File: src/rtl/dc1_xbit_fill.sv
// Write0-port sequencer for the D-cache x-bit array: merges store pbit updates with queued
// line-fill x-bit inserts. Macros: DCACHE_256K (AW=6), XBIT_FILL_PARITY_EN (fill parity check).
module dc1_xbit_fill #(
  parameter int FIFO_DEPTH = 4,
  parameter int STARVE_LIM = 8,
`ifdef DCACHE_256K
  parameter int AW = 6
`else
  parameter int AW = 5
`endif
) (
  input  logic          clk,
  input  logic          rst,
  input  logic          st_en,
  input  logic [AW+4:0] st_addrE,
  input  logic [AW+4:0] st_addrO,
  input  logic          st_odd,
  input  logic [1:0]    st_pbit,
  input  logic          st_d128,
  output logic          st_stall,
  input  logic          fill_en,
  input  logic [AW+4:0] fill_addr,
  input  logic          fill_odd,
  input  logic [15:0]   fill_xbits,
  input  logic          fill_par,
  output logic          fill_rdy,
  output logic          fill_perr,
  output logic          wr0_clkEn,
  output logic [AW+4:0] wr0_addrE,
  output logic [AW+4:0] wr0_addrO,
  output logic          wr0_odd,
  output logic [1:0]    wr0_pbit,
  output logic          wr0_d128,
  output logic [1:0]    wr_ins,
  output logic [15:0]   wr_data
);
  localparam int PW = $clog2(FIFO_DEPTH);
  localparam int CW = $clog2(STARVE_LIM + 1);
  localparam logic [0:0] NORM  = 1'b0;
  localparam logic [0:0] DRAIN = 1'b1;

  logic [AW+4:0]         addr_mem [FIFO_DEPTH];
  logic [15:0]           data_mem [FIFO_DEPTH];
  logic [FIFO_DEPTH-1:0] odd_reg, vld_reg;
  logic [PW-1:0]         rd_ptr_reg, wr_ptr_reg;
  logic [PW:0]           count_reg;
  logic [CW-1:0]         starve_reg;
  logic [0:0]            state_reg, state_next;

  logic                  empty, full, enq, hit, starve;
  logic                  norm_store, norm_fill, do_store, do_fill;
  logic [AW-1:0]         st_idx;
  logic [FIFO_DEPTH-1:0] match;
  logic [15:0]           enq_data;

  assign empty    = (count_reg == '0);
  assign full     = (count_reg == (PW+1)'(FIFO_DEPTH));
  assign fill_rdy = ~full;
  assign enq      = fill_en && ~full;
  assign st_idx   = st_odd ? st_addrO[AW+3:4] : st_addrE[AW+3:4];

  // A store must not overtake any queued fill for the same line index and bank.
  generate
    for (genvar gi = 0; gi < FIFO_DEPTH; gi++) begin : g_match
      assign match[gi] = vld_reg[gi] && (odd_reg[gi] == st_odd) &&
                         (addr_mem[gi][AW+3:4] == st_idx);
    end
  endgenerate

  assign hit        = st_en && (|match);
  assign starve     = (starve_reg >= CW'(STARVE_LIM)) && ~empty;
  assign norm_store = st_en && ~hit && ~starve;
  assign norm_fill  = ~norm_store && ~empty;

  always_comb begin
    do_store   = norm_store;
    do_fill    = norm_fill;
    state_next = state_reg;
    case (state_reg)
      NORM: begin
        if (hit) state_next = DRAIN;
      end
      DRAIN: begin
        // Stay draining only while the held store still collides with a queued fill.
        if (hit) begin
          do_store = 1'b0;
          do_fill  = 1'b1;
        end else begin
          state_next = NORM;
        end
      end
      default: state_next = NORM;
    endcase
  end

  assign st_stall = st_en && ~do_store;

`ifdef XBIT_FILL_PARITY_EN
  logic par_bad, perr_reg;
  assign par_bad  = (fill_par != ^fill_xbits);
  assign enq_data = par_bad ? 16'h0000 : fill_xbits;
  assign fill_perr = perr_reg;
  always_ff @(posedge clk) begin
    if (rst) perr_reg <= 1'b0;
    else     perr_reg <= enq && par_bad;
  end
`else
  logic unused_par;
  assign unused_par = fill_par;
  assign enq_data   = fill_xbits;
  assign fill_perr  = 1'b0;
`endif

  always_ff @(posedge clk) begin
    if (enq) begin
      addr_mem[wr_ptr_reg] <= fill_addr;
      data_mem[wr_ptr_reg] <= enq_data;
    end
  end

  always_ff @(posedge clk) begin
    if (rst) begin
      vld_reg    <= '0;
      odd_reg    <= '0;
      rd_ptr_reg <= '0;
      wr_ptr_reg <= '0;
      count_reg  <= '0;
      starve_reg <= '0;
      state_reg  <= NORM;
      wr0_clkEn  <= 1'b0;
      wr0_addrE  <= '0;
      wr0_addrO  <= '0;
      wr0_odd    <= 1'b0;
      wr0_pbit   <= '0;
      wr0_d128   <= 1'b0;
      wr_ins     <= '0;
      wr_data    <= '0;
    end else begin
      state_reg <= state_next;
      if (enq) begin
        vld_reg[wr_ptr_reg] <= 1'b1;
        odd_reg[wr_ptr_reg] <= fill_odd;
        wr_ptr_reg          <= wr_ptr_reg + PW'(1);
      end
      if (do_fill) begin
        vld_reg[rd_ptr_reg] <= 1'b0;
        rd_ptr_reg          <= rd_ptr_reg + PW'(1);
      end
      count_reg <= count_reg + (PW+1)'(enq) - (PW+1)'(do_fill);

      if (do_fill)                starve_reg <= '0;
      else if (do_store && ~empty) starve_reg <= starve_reg + CW'(1);

      wr0_clkEn <= 1'b0;
      wr0_addrE <= '0;
      wr0_addrO <= '0;
      wr0_odd   <= 1'b0;
      wr0_pbit  <= '0;
      wr0_d128  <= 1'b0;
      wr_ins    <= '0;
      wr_data   <= '0;
      if (do_store) begin
        wr0_clkEn <= 1'b1;
        wr0_addrE <= st_addrE;
        wr0_addrO <= st_addrO;
        wr0_odd   <= st_odd;
        wr0_pbit  <= st_pbit;
        wr0_d128  <= st_d128;
      end else if (do_fill) begin
        wr0_addrE <= addr_mem[rd_ptr_reg];
        wr0_addrO <= addr_mem[rd_ptr_reg];
        wr0_odd   <= odd_reg[rd_ptr_reg];
        wr_ins    <= odd_reg[rd_ptr_reg] ? 2'b10 : 2'b01;
        wr_data   <= data_mem[rd_ptr_reg];
      end
    end
  end
endmodule

File: config.mk
export PLATFORM = sky130hd
export DESIGN_NAME = dc1_xbit_fill
export DESIGN_NICKNAME = d
export VERILOG_FILES = /design/src/rtl/dc1_xbit_fill.sv
export SDC_FILE = /design/constraint.sdc
export NUM_CORES = 1
export LEC_CHECK = 0
export CORE_MARGIN = 2
export CORE_UTILIZATION = 35
export CTS_BUF_LIST = sky130_fd_sc_hd__clkbuf_4 sky130_fd_sc_hd__clkbuf_8 sky130_fd_sc_hd__clkbuf_16
export DETAILED_ROUTE_END_ITERATION = 8
export PLACE_DENSITY = 0.63
export RECOVER_POWER = 50
export SETUP_SLACK_MARGIN = 0.2
export SYNTH_ARGS = -nofsm -noshare
export SYNTH_HDL_FRONTEND = slang
export SYNTH_SLANG_ARGS = --single-unit
File: constraint.sdc
create_clock -name clk -period 7.5 [get_ports clk]
set_input_delay 0.75 -clock clk [delete_from_list [all_inputs] [get_ports clk]]
set_output_delay 0.75 -clock clk [all_outputs]
set_load 0.1 [all_outputs]
Routed metal, one colour a layer:
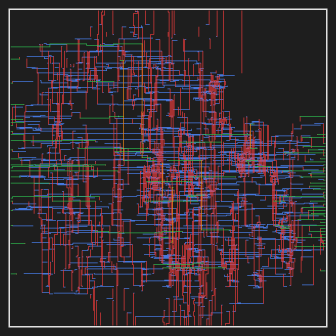
M4 -> orange  # wire length 177 µm
M1 -> blue  # wire length 5,940 µm
M3 -> green  # wire length 991 µm
M2 -> red  # wire length 6,760 µm
final wirelength: 13,870 µm
vias post-DR: 3,935
wire per inst: 17.45 µm
GRT Resource Usage Total: 0.1436

M2 wires:
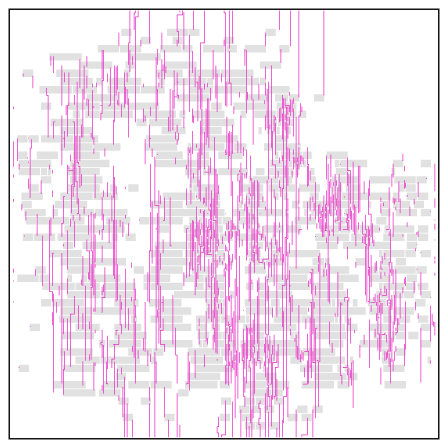
nets with wire on the layer = 532
wire length on this layer = 6,760 µm
M2 GR Usage: 0.2449

==> impl_metrics.csv <==
group,metric,value,unit
clock_network,ctsResizeCount,0,
clock_network,holdBufCountCts,0,
synthesis,ys_types,44,
clock_network,cts-htree-levels,4,
final_timing,tns,0,ns
critical_path,r2r_setup_slack,4.07,ns
clock_network,cts_root_buffer,"clkbuf_16",
critical_path,cp_slowest_cell,"clkdlybuf4s50_1",
route,ant_nets,0,
global_routing,busiest_layer,"met2",
power_and_ir_drop,power_clock,824,µW
layout,largest_register_ffs,64,
layout,design.seq.count,169,
synthesis,ys_sh_xor,0.03545,
synthesis,synth_top_area_share,0.4682,
power_and_ir_drop,combinationalPowerShare,0.276,
placed_design,place_area,0.007828,mm²
synthesis,yosys_area,0.006670,mm²
final_timing,slew_viol_final,129,
critical_path,reg2reg_to,"count_reg[2]",
placed_design,dpl.hpwl,8861,µm
layout,clk_share,0.06696,
placed_design,port_buffers,99,
synthesis,synth_area,0.006670,mm²
clock_network,path_clk_slew,0.06,ns
run,max_cap_viol_count,4,
clock_network,cts_sinks,169,
placed_design,pre_cts_ws,2.107,ns
layout,buffer_area_frac,0.1186,
route,drc,0,
critical_path,worst-path-max-fanout,30,
route,dr_wl_met2,6758,µm
synthesis,ys_seq_frac,0.6633,
layout,nClkBuffers,21,
final_timing,relSlewSlack,-0.1853,
synthesis,syn_inst,450,
global_routing,grt_pass1_wl,21810,µm
layout,nNonClkInverters,11,
die,die-width,142.1,µm
route,drt-met1-wl,5943,µm
global_routing,antenna_found_initial,4,
synthesis,synthArstFlopShare,0,
power_and_ir_drop,p_per_area,334.3,mW/mm²
global_routing,grt_max_degree,42,
critical_path,arrival,4.67,ns
route,drt_iter0_markers,216,
final_timing,worst_pin_slew,1.778,ns
final_timing,worst_slack,2.082,ns
synthesis,ys_ff,169,
layout,fin_nets,614,
run_status,outcome,"finished, violations left",
synthesis,simple_gate_share,0.08441,
layout,lay_top_cells,"edfxtp_1 (104), clkdlybuf4s50_1 (71), dfxtp_1 (64)",
global_routing,grt_pass1_vias,4179,
layout,finalNonFillerCells,795,
die,std_cell_rows,50,
die,core_area,0.01871,mm²
placed_design,dp_cells,760,
synthesis,ys.warnings.count,0,
final_timing,rsz0062_at_grt,"false",
run,log.warning_count,35,
route,highest_layer,"met4",
layout,largest_class,"sequential cells",
die,initial_utilization,0.3566,
critical_path,critPathBufInv,2,
run_status,violations,"capacitance limit, slew limit",
global_routing,grt_use_met1,0.1666,
critical_path,endpoint_kind,"output pin",
layout,lay_top_count,"edfxtp_1",
synthesis,largest_area_cell,"edfxtp_1",
clock_network,postCtsSetupRepairBufs,0,
synthesis,edf_count,104,
final_timing,fin_crit,5.418,ns
final_timing,setup_viol,0,
power_and_ir_drop,seq_power_share,0.430,
layout,area_growth,25.77,%
clock_network,cts_tree,"yes",
power_and_ir_drop,powerSeq,1.21,mW
critical_path,crit_required,6.75,ns
power_and_ir_drop,switchingPower,951.7,µW
power_and_ir_drop,power.internal,1.853,mW
final_timing,hold_slack,0.4921,ns
critical_path,crit_family,"buffers and inverters",
layout,drive_gt1_frac,0.1254,
route,firstDrtPassIters,4,
synthesis,logic_family,"multiplexers",
synthesis,synth.most_common_cell,"edfxtp_1",
Routed clock nets over the placement:
The bar under the picture is 50 µm long.
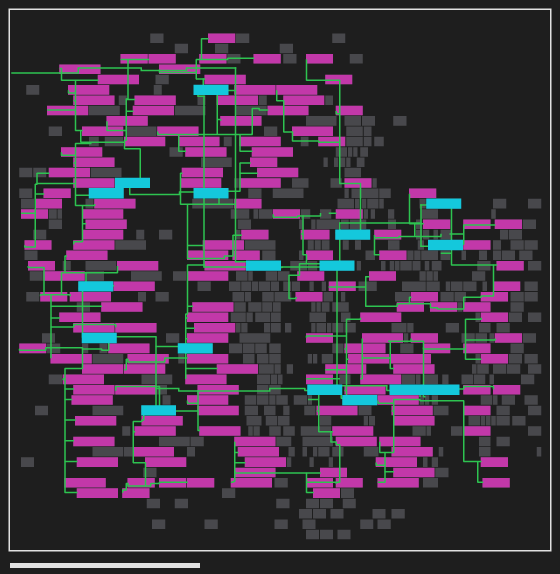
flip-flops -> magenta  # count 169
clock-net drivers -> cyan  # count 17
clock wires -> green  # length 1,870 µm
routed clock nets = 18
Max Clock Skew: 0.01022 ns
worst skew pair latency: 0.42 ns

Met3 routing:
The bar under the picture is 50 µm long.
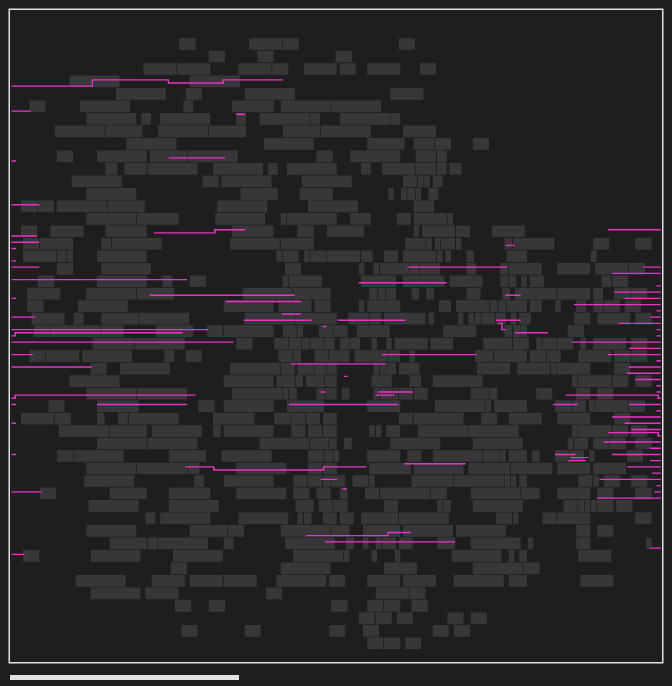
wire length on this layer = 991 µm
share of all routed wire = 7.1%
longest straight run = 48.1 µm
GRT met3 Usage: 0.04913

